===== src/rtl/seq_chunk_adder_pkg.sv =====
// Shared definitions for the chunked sequential adder: default geometry,
// counter sizing, FSM encoding and the half/full-adder cells.
package seq_chunk_adder_pkg;

  localparam int DEF_WIDTH = 32;
  localparam int DEF_CHUNK = 8;

  // Counter width for n chunks, never narrower than one bit.
  function automatic int cnt_width(input int n);
    int w;
    w = $clog2(n);
    if (w < 1) begin
      w = 1;
    end else begin
      w = w;
    end
    return w;
  endfunction

  localparam int NUM_CHUNKS = DEF_WIDTH / DEF_CHUNK;
  localparam int CNT_W      = cnt_width(NUM_CHUNKS);

  typedef enum logic {
    IDLE = 1'b0,
    RUN  = 1'b1
  } state_t;

  // Half-adder cell: returns {carry, sum}.
  function automatic logic [1:0] ha(input logic x, input logic y);
    return {x & y, x ^ y};
  endfunction

  // Full-adder cell from two half adders: returns {carry, sum}.
  function automatic logic [1:0] fa(input logic x, input logic y, input logic c);
    logic [1:0] h1;
    logic [1:0] h2;
    h1 = ha(x, y);
    h2 = ha(h1[0], c);
    return {h1[1] | h2[1], h2[0]};
  endfunction

endpackage


===== src/rtl/seq_chunk_adder_add_chunk.sv =====
// CHUNK-bit combinational ripple adder built from the package fa cell.
module add_chunk
  import seq_chunk_adder_pkg::*;
#(
  parameter int CHUNK = 8
) (
  input  logic [CHUNK-1:0] x,
  input  logic [CHUNK-1:0] y,
  input  logic             ci,
  output logic [CHUNK-1:0] s,
  output logic             co
);

  logic [CHUNK:0] c;

  // Ripple the carry through one full-adder cell per bit.
  always_comb begin
    c    = '0;
    s    = '0;
    c[0] = ci;
    for (int i = 0; i < CHUNK; i++) begin
      {c[i+1], s[i]} = fa(x[i], y[i], c[i]);
    end
    co = c[CHUNK];
  end

endmodule


===== src/rtl/seq_chunk_adder.sv =====
// Multi-cycle adder: adds a + b + cin CHUNK bits per clock, LSB chunk first,
// with start/busy/done handshake, carry-out and signed overflow.
module seq_chunk_adder
  import seq_chunk_adder_pkg::*;
#(
  parameter int WIDTH = 32,
  parameter int CHUNK = 8
) (
  input  logic             clk,
  input  logic             rst_n,
  input  logic             start,
  input  logic [WIDTH-1:0] a,
  input  logic [WIDTH-1:0] b,
  input  logic             cin,
  output logic             busy,
  output logic             done,
  output logic [WIDTH-1:0] sum,
  output logic             cout,
  output logic             ovf
);

  localparam int NCH = WIDTH / CHUNK;
  localparam int CW  = cnt_width(NCH);
  localparam logic [CW-1:0] LAST_K = CW'(NCH - 1);

  if (((WIDTH % CHUNK) != 0) || (CHUNK < 1) || (CHUNK > WIDTH)) begin : g_bad_cfg
    $error("seq_chunk_adder: WIDTH must be a positive multiple of CHUNK");
  end

  state_t           state_r;
  logic [CW-1:0]    k_r;
  logic [WIDTH-1:0] a_sh_r;
  logic [WIDTH-1:0] b_sh_r;
  logic [WIDTH-1:0] res_r;
  logic             carry_r;

  logic [CHUNK-1:0] chunk_s;
  logic             chunk_co;
  logic [WIDTH-1:0] res_next_s;
  logic             a_msb_s;
  logic             b_msb_s;
  logic             ovf_next_s;

  // Operand shift registers present the current chunk in their low bits.
  add_chunk #(.CHUNK(CHUNK)) u_add_chunk (
    .x  (a_sh_r[CHUNK-1:0]),
    .y  (b_sh_r[CHUNK-1:0]),
    .ci (carry_r),
    .s  (chunk_s),
    .co (chunk_co)
  );

  // Merge the current chunk into the result; on the last chunk the shifted
  // operands hold their original MSBs in bit CHUNK-1, which feeds overflow.
  always_comb begin
    res_next_s = res_r;
    res_next_s[int'(k_r) * CHUNK +: CHUNK] = chunk_s;
    a_msb_s    = a_sh_r[CHUNK-1];
    b_msb_s    = b_sh_r[CHUNK-1];
    ovf_next_s = (a_msb_s == b_msb_s) && (res_next_s[WIDTH-1] != a_msb_s);
  end

  // Control FSM, chunk counter, operand/result registers and output registers.
  always_ff @(posedge clk or negedge rst_n) begin
    if (!rst_n) begin
      state_r <= IDLE;
      k_r     <= '0;
      a_sh_r  <= '0;
      b_sh_r  <= '0;
      res_r   <= '0;
      carry_r <= 1'b0;
      busy    <= 1'b0;
      done    <= 1'b0;
      sum     <= '0;
      cout    <= 1'b0;
      ovf     <= 1'b0;
    end else begin
      case (state_r)
        IDLE: begin
          done <= 1'b0;
          if (start) begin
            a_sh_r  <= a;
            b_sh_r  <= b;
            carry_r <= cin;
            res_r   <= '0;
            k_r     <= '0;
            busy    <= 1'b1;
            state_r <= RUN;
          end else begin
            state_r <= IDLE;
          end
        end
        RUN: begin
          a_sh_r  <= a_sh_r >> CHUNK;
          b_sh_r  <= b_sh_r >> CHUNK;
          carry_r <= chunk_co;
          res_r   <= res_next_s;
          if (k_r == LAST_K) begin
            k_r     <= '0;
            sum     <= res_next_s;
            cout    <= chunk_co;
            ovf     <= ovf_next_s;
            done    <= 1'b1;
            busy    <= 1'b0;
            state_r <= IDLE;
          end else begin
            k_r     <= k_r + CW'(1);
            state_r <= RUN;
          end
        end
        default: begin
          state_r <= IDLE;
          k_r     <= '0;
          busy    <= 1'b0;
          done    <= 1'b0;
        end
      endcase
    end
  end

endmodule


===== config.mk =====
export PLATFORM = sky130hd
export DESIGN_NAME = seq_chunk_adder
export DESIGN_NICKNAME = d
export VERILOG_FILES = /design/src/rtl/seq_chunk_adder_pkg.sv /design/src/rtl/seq_chunk_adder_add_chunk.sv /design/src/rtl/seq_chunk_adder.sv
export SDC_FILE = /design/constraint.sdc
export NUM_CORES = 1
export LEC_CHECK = 0
export ABC_AREA = 1
export ABC_CLOCK_PERIOD_IN_PS = 5150
export CORE_UTILIZATION = 40
export CTS_CLUSTER_DIAMETER = 60
export DETAILED_ROUTE_END_ITERATION = 6
export GPL_ROUTABILITY_DRIVEN = 0
export PLACE_DENSITY = 0.65
export SYNTH_ARGS = -nofsm -noshare
export SYNTH_HDL_FRONTEND = slang
export SYNTH_SLANG_ARGS = --single-unit

===== constraint.sdc =====
create_clock -name clk -period 5.15 [get_ports clk]
set_input_delay 1.03 -clock clk [delete_from_list [all_inputs] [get_ports clk]]
set_output_delay 1.03 -clock clk [all_outputs]
set_load 0.1 [all_outputs]

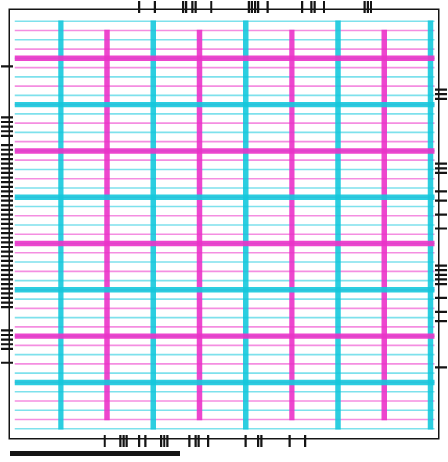
*PDN straps and rails, run 1*
Scale bar: 50 um. Pins as bars on the die edge.
VDD -> magenta
VSS -> cyan
rows = 44
met4 straps = 9
met1 rails = 45
signal pins = 104

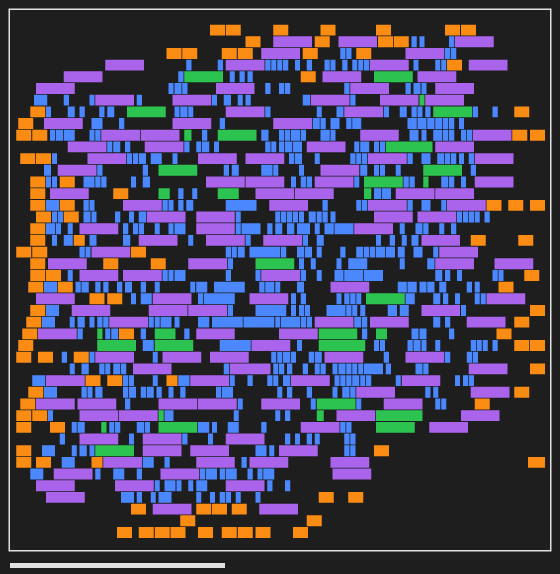
*Cells colored by class, run 1*
Scale bar: 50 um.
combinational and other logic -> blue  # cells 526
clock drivers and dummy loads -> green  # cells 32
other buffers and delay cells -> orange  # cells 106
flops -> purple  # cells 136

==> results_dict.tcl, run 1 <==
# implementation run metrics
set metrics [dict create \
    ys_seq_elements 136 \
    rsz0062_at_grt "no" \
    top_power_group "combinational cells" \
    port_buffers 103 \
    logic_area_sq_um 2270 \
    rr_worst_depth 14 \
    grt-busiest-layer "met2" \
    nClkBuffers 24 \
    finalClockSkew_ps 6.29 \
    met1_usage 0.264 \
    worstPathArrival_ps 4300 \
    nMultiInputCombCells 469 \
    antenna_cells 0 \
    die_area_sq_um 15800 \
    clk-insertion-delay-late_ps 420 \
    fin_tns_setup_ps 0 \
    area_leaders "dfrtp_1 (56%), nand2_1 (19%), o21ai_0 (3.2%)" \
    r2r-start "a_sh_r[0]" \
    sw_frac_of_total 0.472 \
    period_used_share 0.781 \
    inverters_excl_clock 57 \
    ir_drop_v 0.000321 \
    floorplan.core_util 0.415 \
    pg_comb_w 0.00249 \
    critical_path.endpoint_type "flip-flop" \
    lay_top_cells "nand2_1 (305), dfrtp_1 (135), clkdlybuf4s50_1 (102), inv_1 (52), o21ai_0 (39)" \
    numCtsBuffers 17 \
    met2_usage 0.319 \
    grt_overflow_total 0 \
    antenna_found_initial 0 \
    drive_gt1_frac 0.0513 \
    top_area_cell "dfrtp_1" \
    drcViolationCount 0 \
    drt_iter0_drc 398 \
    clockRootBuffer "clkbuf_16" \
    yosysCellCount 701 \
    hold_viol 0 \
    clock_area_frac 0.0762 \
    cpMostUsedCell "fa_1" \
    regArea_sq_um 3400 \
    post_drt_via_cell_ratio 5.06 \
    warning_count 34 \
    worstPathMaxFanout 3 \
    n_fill_cell 1386 \
    pwr-share-comb 0.462 \
    hp-start "sum[18]" \
    drt_pass1_iterations 5 \
    fin_ws_ps 1130 \
    slew_headroom 0.318 \
    status "finished, final reports clean" \
    yosys_area_sq_um 6120 \
    cp_top_family "adder cells" \
    cp.depth 14 \
    wirelength_um 14800 \
    internal_power_w 0.00285 \
    nets 870 \
    powerClk_w 0.00122 \
    path_cells "fa_1, inv_1, fa_1, fa_1, fa_1, fa_1, fa_1, fa_1, inv_1, fa_1, nand3_1, o22ai_1, nand2_1, o21ai_0" \
    p_leak_nw 3.61 \
]
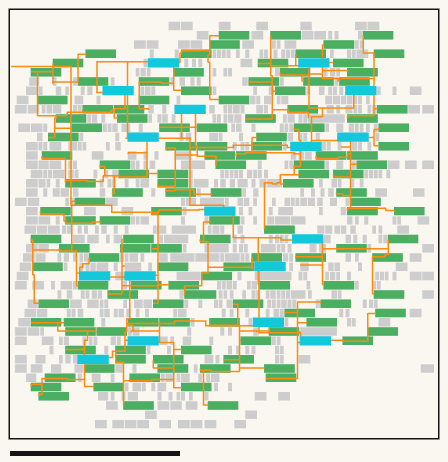
*Routed clock nets over the placement, run 1*
Scale bar: 50 um.
flip-flops -> green  # count 136
clock wires -> orange  # length 1720 um
clock drivers -> cyan  # count 17
routed clock nets = 18
flops lie = spread over the die

run 1: metrics by stage:
step           hold slack, ps  total power (W)  std cells
3_3_place_gp              463          0.00415        952
3_5_place_dp              465          0.00419        952
5_1_grt                   496          0.00570        984
2_1_floorplan             449          0.00355        701
6_report                  480          0.00540        984
4_1_cts                   480          0.00544        984
run 1: state kept, by name (all words and copies together) (netlist names):
name,flops
b_sh_r,32
ovf,1
a_sh_r,32
state_r,1
carry_r,1
cout,1
sum,32
res_r,32
busy,1
done,1
k_r,2
run 1: cells by family after synthesis:
family | count (synthesis) | synth area share
simple gates | 359 | 0.232
flops | 136 | 0.556
buf+inv | 96 | 0.0730
compound gates | 95 | 0.0989
fa+ha+maj | 15 | 0.0405
run 1: cells in the mapped netlist, types with 6 or more instances:
cell / count
clkbuf_1: 11
fa_1: 8
nand2_1: 305
inv_1: 52
o22ai_1: 17
buf_6: 7
o211ai_1: 23
a22o_1: 12
nand4_1: 6
buf_2: 19
nand3_1: 32
nor2_1: 12
dfrtp_1: 136
o21ai_0: 39
ha_1: 7
run 1: how the worst max path moves through the flow:
stage	startpoint	endpoint
after floorplan	a_sh_r[0]	ovf
after global placement	a_sh_r[0]	ovf
after detailed placement	a_sh_r[0]	ovf
after CTS	a_sh_r[0]	ovf
after global routing	a_sh_r[0]	ovf
final	a_sh_r[0]	res_r[15]
run 1: metal layers:
metal	vias to the layer above	wire, um
li1	2403	-
met1	2412	6760
met2	150	6970
met3	16	891
met4	0	172
met5	-	0
run 1: tightest hold or removal path, cell delays in order, from the launching register on:
cell and delay [ps]:
dfrtp_1 340, nand2_1 50, nand2_1 50
### Congestion heat map, run 1

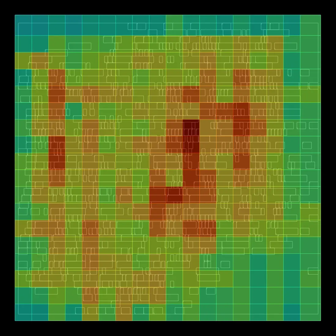

==> run 2: changes to the inputs <==
- ABC_CLOCK_PERIOD_IN_PS: 5150 -> 3900
- clock period: 5.15 -> 3.9 ns (I/O delays scaled with it)
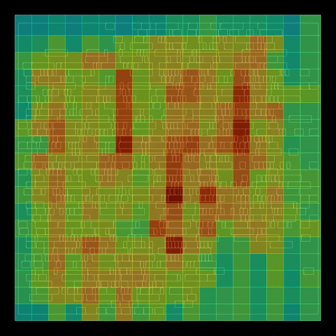
*Congestion heat map, run 2*
met1 GRT Util: 0.256
Top Usage Layer GRT: met2

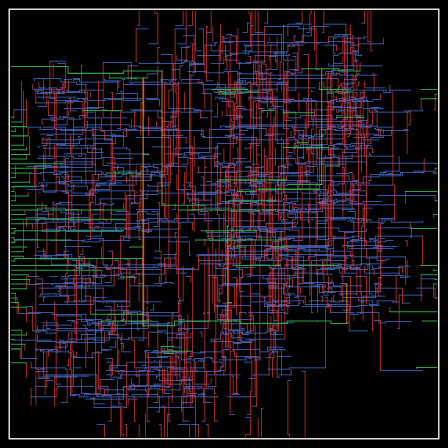
*Wiring by layer, run 2*
metal 4 -> orange  # wire length 186 um
metal 1 -> blue  # wire length 6620 um
metal 2 -> red  # wire length 6780 um
metal 3 -> green  # wire length 918 um

==> run 2 against run 1 <==
Clock power is 27% higher. Total power is 31% higher. Fmax up 6.4%. Combinational power increased by 35%. Critical path depth up 2. Largest power group unchanged. Worst setup slack got worse by 1000 ps. Sequential share of layout area decreased by 0.24 points.
==> results_dict.tcl, run 2 <==
# implementation run metrics
set metrics [dict create \
    post_drt_via_cell_ratio 5.01 \
    cp_top_family "adder cells" \
    dp_cells 954 \
    top_cell "nand2_1" \
    antenna_cells 0 \
    antenna_found_initial 0 \
    warning_count 33 \
    worstPathArrival_ps 4080 \
    worstPathMaxFanout 3 \
    finalHoldWorstSlack_ps 452 \
    numCtsBuffers 17 \
    nMultiInputCombCells 469 \
    synthTopCellsByCount "nand2_1 (305), dfrtp_1 (136), inv_1 (52)" \
    path_cells "fa_1, inv_1, fa_2, fa_2, fa_2, fa_2, fa_2, fa_1, inv_1, fa_1, inv_1, nor2_1, nand3_1, nand3_1, nand3_1, nand2_1" \
    drt_pass1_iterations 5 \
    inverters_excl_clock 57 \
    hold_viol 0 \
    nets 873 \
    ys_types 24 \
    regArea_sq_um 3400 \
    period_used_share 0.969 \
    finalClockSkew_ps 6.29 \
    p_leak_nw 3.63 \
    port_buffers 103 \
    top_area_cell "dfrtp_1" \
    n_fill_cell 1385 \
    status "finished, final reports clean" \
    clockRootBuffer "clkbuf_16" \
    wirelength_um 14500 \
    critical_path.endpoint_type "flip-flop" \
    rsz0062_at_grt "yes" \
    logic_area_sq_um 2300 \
    clock_area_frac 0.0737 \
    yosys_area_sq_um 6120 \
    stdcell_count 987 \
    ys_seq_elements 136 \
    cpMostUsedCell "fa_2" \
    yosysCellCount 701 \
    drive_gt1_frac 0.0660 \
    lay_top_cells "nand2_1 (305), dfrtp_1 (135), clkdlybuf4s50_1 (102), inv_1 (52), o21ai_0 (39)" \
    comb_area_frac 0.294 \
    slew_headroom 0.331 \
    ir_drop_v 0.000431 \
    drt_iter0_drc 357 \
    area_leaders "dfrtp_1 (56%), nand2_1 (19%), o21ai_0 (3.2%)" \
    floorplan.core_util 0.415 \
]
-- run 2: through the flow --
stage          utilization  cell area (sq um)  power, W  setup TNS, ps  worst slack, ps
2_1_floorplan            -               6120   0.00469              0              130
3_3_place_gp         0.488               7210   0.00548           -113            -61.2
3_5_place_dp         0.488               7210   0.00554           -259            -93.3
4_1_cts              0.529               7800   0.00713              0             7.13
5_1_grt              0.530               7810   0.00749          -40.2            -40.2
6_report             0.530               7810   0.00709              0              120
-- run 2: timing repair --
action / CTS / global route
hold endpoints to repair: 0 / 0
buffers inserted: 1 / 0
pin swaps: 1 / 2
setup endpoints to repair: 6 / 9
gates resized: 3 / 4
hold buffers: 0 / 0
-- run 2: cells by family after synthesis --
family / count (synthesis) / share of synthesized area
and+or+nand+nor: 359 / 0.232
DFF: 136 / 0.556
AOI/OAI and AO/OA: 95 / 0.0989
adders and majority gates: 15 / 0.0405
buffers and inverters: 96 / 0.0730
-- run 2: worst paths after layout --
check                            end  slack, ps  depth (start not counted)       from
setup / recovery                 ovf        120                         16  a_sh_r[0]
hold / removal               sum[20]        450                          1      rst_n
setup reg to reg                 ovf        120                         16  a_sh_r[0]
hold reg to reg               sum[8]        480                          2     sum[8]
max in group asynchronous  b_sh_r[3]       2720                          2      rst_n
min in group clk              sum[8]        480                          2     sum[8]
-- run 2: metal layers --
layer	routed length (um)	global-route usage	vias to the layer above
met5	0	0	-
met4	185	0.0681	0
met3	918	0.0501	15
met2	6780	0.309	150
met1	6620	0.256	2372
li1	-	-	2406
-- run 2: worst reg2reg max path: cells and delay by family (launching register included) --
family,cells,cell delay [ps]
fa+ha+maj,8,2770
flops,1,370
simple gates,5,330
buf+inv,3,220
-- run 2: power by group --
group	switching, W	internal, W
registers	0.000274	0.00190
logic	0.00252	0.000844
clock network	0.000570	0.000984
total	0.00336	0.00373
### PDN straps and rails, run 2

Scale bar: 50 um. Pins as bars on the die edge.
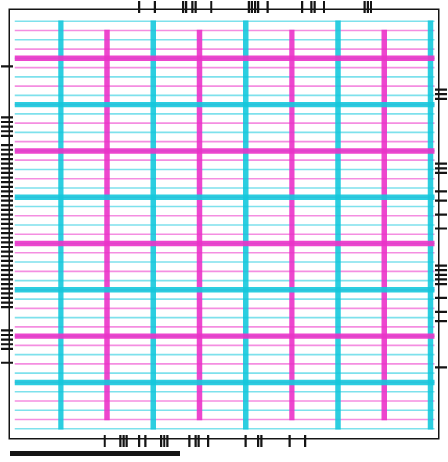

==> run 3: changes to the inputs <==
- CORE_UTILIZATION: 40 -> 53
- PLACE_DENSITY: 0.65 -> 0.82
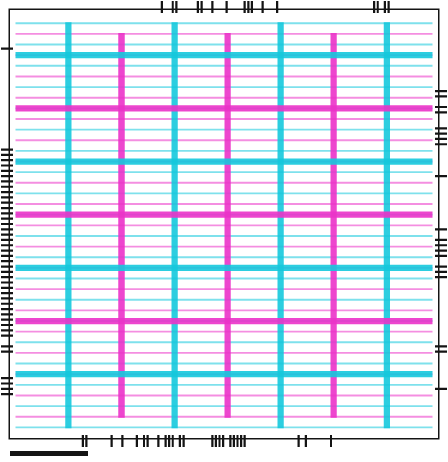
*PDN straps and rails, run 3*
Scale bar: 20 um. Pins as bars on the die edge.
VDD -> magenta
VSS -> cyan
met1 rails = 39
rows = 38
met5 straps = 7

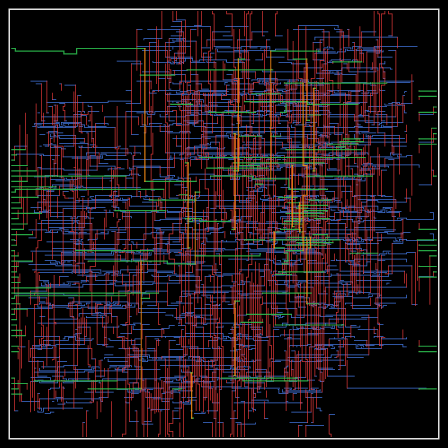
*Wiring by layer, run 3*
metal 3 -> green  # wire length 1090 um
metal 2 -> red  # wire length 7410 um
metal 4 -> orange  # wire length 351 um
metal 1 -> blue  # wire length 6130 um
GRT Resource Usage Total: 0.279
mean routed wirelength per cell: 15.9 um
total detailed-routing wirelength: 15000 um

==> run 3 against run 2 <==
The flow now finishes with violations (design-rule violations). Count of clock-buffer cells in the layout fell by 4. Clock skew rose by 4.8 ps. Via count up 4.1%. Critical endpoint unchanged.
==> results_dict.tcl, run 3 <==
# implementation run metrics
set metrics [dict create \
    synthTopCellsByCount "nand2_1 (305), dfrtp_1 (136), inv_1 (52)" \
    cp_top_family "adder cells" \
    rows 38 \
    globalRouteMet3Util 0.0711 \
    lay_top_count "nand2_1" \
    port_buffers 103 \
    path_cells "fa_1, inv_1, fa_2, fa_2, fa_2, fa_2, fa_2, fa_2, inv_2, fa_1, inv_1, nor2_1, nand3_1, nand3_1, nand3_1, nand2_1" \
    critical_path.endpoint_type "flip-flop" \
    grt_first_pass_wirelength_um 25300 \
    ff2ff_setup_slack_ps 70 \
    compound_area_frac 0.0989 \
    drt_pass1_iterations 7 \
    rsz0062_at_grt "yes" \
    avgSynthCellArea_sq_um 8.73 \
    ir_drop_v 0.000600 \
    clk_pin_slew_worst_paths_ps 60 \
    p_total_w 0.00731 \
    grt_overflow_total 0 \
    clockRootBuffer "clkbuf_16" \
    syn-num-nets 784 \
    stdcell_count 943 \
    cpMostUsedCell "fa_2" \
    postCtsSetupBuffers 0 \
    met2_usage 0.455 \
    mux_share 0 \
    adder_share 0.0405 \
    status "finished with violations" \
    dp_cells 911 \
    fin_ws_ps 72.9 \
    syn_to_final_growth_pct 27.5 \
    violations "design-rule violations" \
    drt_iter0_drc 529 \
    yosys_warnings 0 \
    clk-insertion-delay-late_ps 420 \
    met1_usage 0.357 \
    grt_max_degree 118 \
    drtAntennaViolNets 0 \
    ys_top_logic_family "simple AND/OR/NAND/NOR gates" \
    simple_gate_share 0.232 \
    worstPathArrival_ps 4130 \
    top_cell "nand2_1" \
    floorplan.core_util 0.555 \
    postSynth.asyncResetShare 1.00 \
    yosys_area_sq_um 6120 \
    die_area_sq_um 12000 \
    ys_types 24 \
    cts_hold_buffers 0 \
    period_used_share 0.981 \
    pre_cts_ws_ps -108 \
    area_leaders "dfrtp_1 (56%), nand2_1 (19%), o21ai_0 (3.2%)" \
    vias 5144 \
    drcViolationCount 18 \
    io_pins 104 \
    p_leak_nw 3.65 \
    dp_hpwl_um 9630 \
    post_drt_via_cell_ratio 5.45 \
    synth.cell_area_sq_um 6120 \
    hold_viol 0 \
    top_area_cell "dfrtp_1" \
    warning_count 35 \
    antenna_found_initial 0 \
    max_stage_delay_ps 440 \
    finalClockSkew_ps 11.1 \
    nets 873 \
    grt-busiest-layer "met2" \
    worstPathMaxFanout 3 \
    slew_headroom 0.309 \
    post_dp_cell_area_sq_um 7150 \
    yosysCellCount 701 \
    numCtsBuffers 17 \
    setup_viol 0 \
    yosys.area_share.xor_xnor 0 \
    lay_top_cells "nand2_1 (305), dfrtp_1 (135), clkdlybuf4s50_1 (102), inv_1 (51), o21ai_0 (38)" \
    min_path_type "flip-flop to flip-flop" \
    antenna_cells 0 \
    ys_seq_elements 136 \
    drive_gt1_frac 0.0685 \
    fin_tns_setup_ps 0 \
    stdcell_area_sq_um 7800 \
    layout_min_cycle_time_ps 3830 \
]
run 3: cell counts after synthesis:
No cell type changed its count.
run 3: final cells by class:
| type | count | area (sq um) |
|---|---|---|
| clock inverter | 13 | 201 |
| inverter | 57 | 216 |
| multi-input combinational | 469 | 2290 |
| fill | 841 | 3230 |
| tap | 140 | 175 |
| sequential | 136 | 3400 |
| timing repair buffer | 109 | 1080 |
| clock buffer | 19 | 443 |
run 3: through the flow:
step / util / hold slack [ps]
2_1_floorplan: - / 449
3_3_place_gp: 0.648 / 461
4_1_cts: 0.707 / 482
6_report: 0.708 / 475
3_5_place_dp: 0.648 / 465
5_1_grt: 0.708 / 494
run 3: tightest hold or removal path: stages, from the launching register on:
cell,delay (ps)
dfrtp_1,340
nand2_1,50
nand2_1,50
run 3: repair_timing:
item | CTS | global route
setup endpoints to repair | 8 | 4
pin swaps | 1 | 4
gates resized | 5 | 3
cloned | 0 | 0
run 3: cell families (layout without fill, tap and decap cells):
family | count (synthesis) | after routing
adders and majority gates | 15 | 15
buffers and inverters | 96 | 198
DFF | 136 | 136
and+or+nand+nor | 359 | 359
AOI/OAI and AO/OA | 95 | 95
run 3: final timing paths:
check / cells after the start / start / endpoint
max: 16 / a_sh_r[0] / ovf
min reg2reg: 2 / sum[0] / sum[0]
max reg2reg: 16 / a_sh_r[0] / ovf
min: 2 / sum[0] / sum[0]
min in group asynchronous: 1 / rst_n / res_r[3]
max in group asynchronous: 2 / rst_n / res_r[12]
run 3: report_power, final:
| part | internal [W] | switching, W |
|---|---|---|
| clock network | 0.00115 | 0.000593 |
| logic | 0.000840 | 0.00246 |
| registers | 0.00190 | 0.000359 |
run 3: layer usage:
metal | vias to the layer above | wire, um
met4 | 0 | 351
li1 | 2419 | -
met1 | 2445 | 6130
met2 | 241 | 7410
met3 | 39 | 1090
met5 | - | 0
Power and IR drop assume default switching activity.
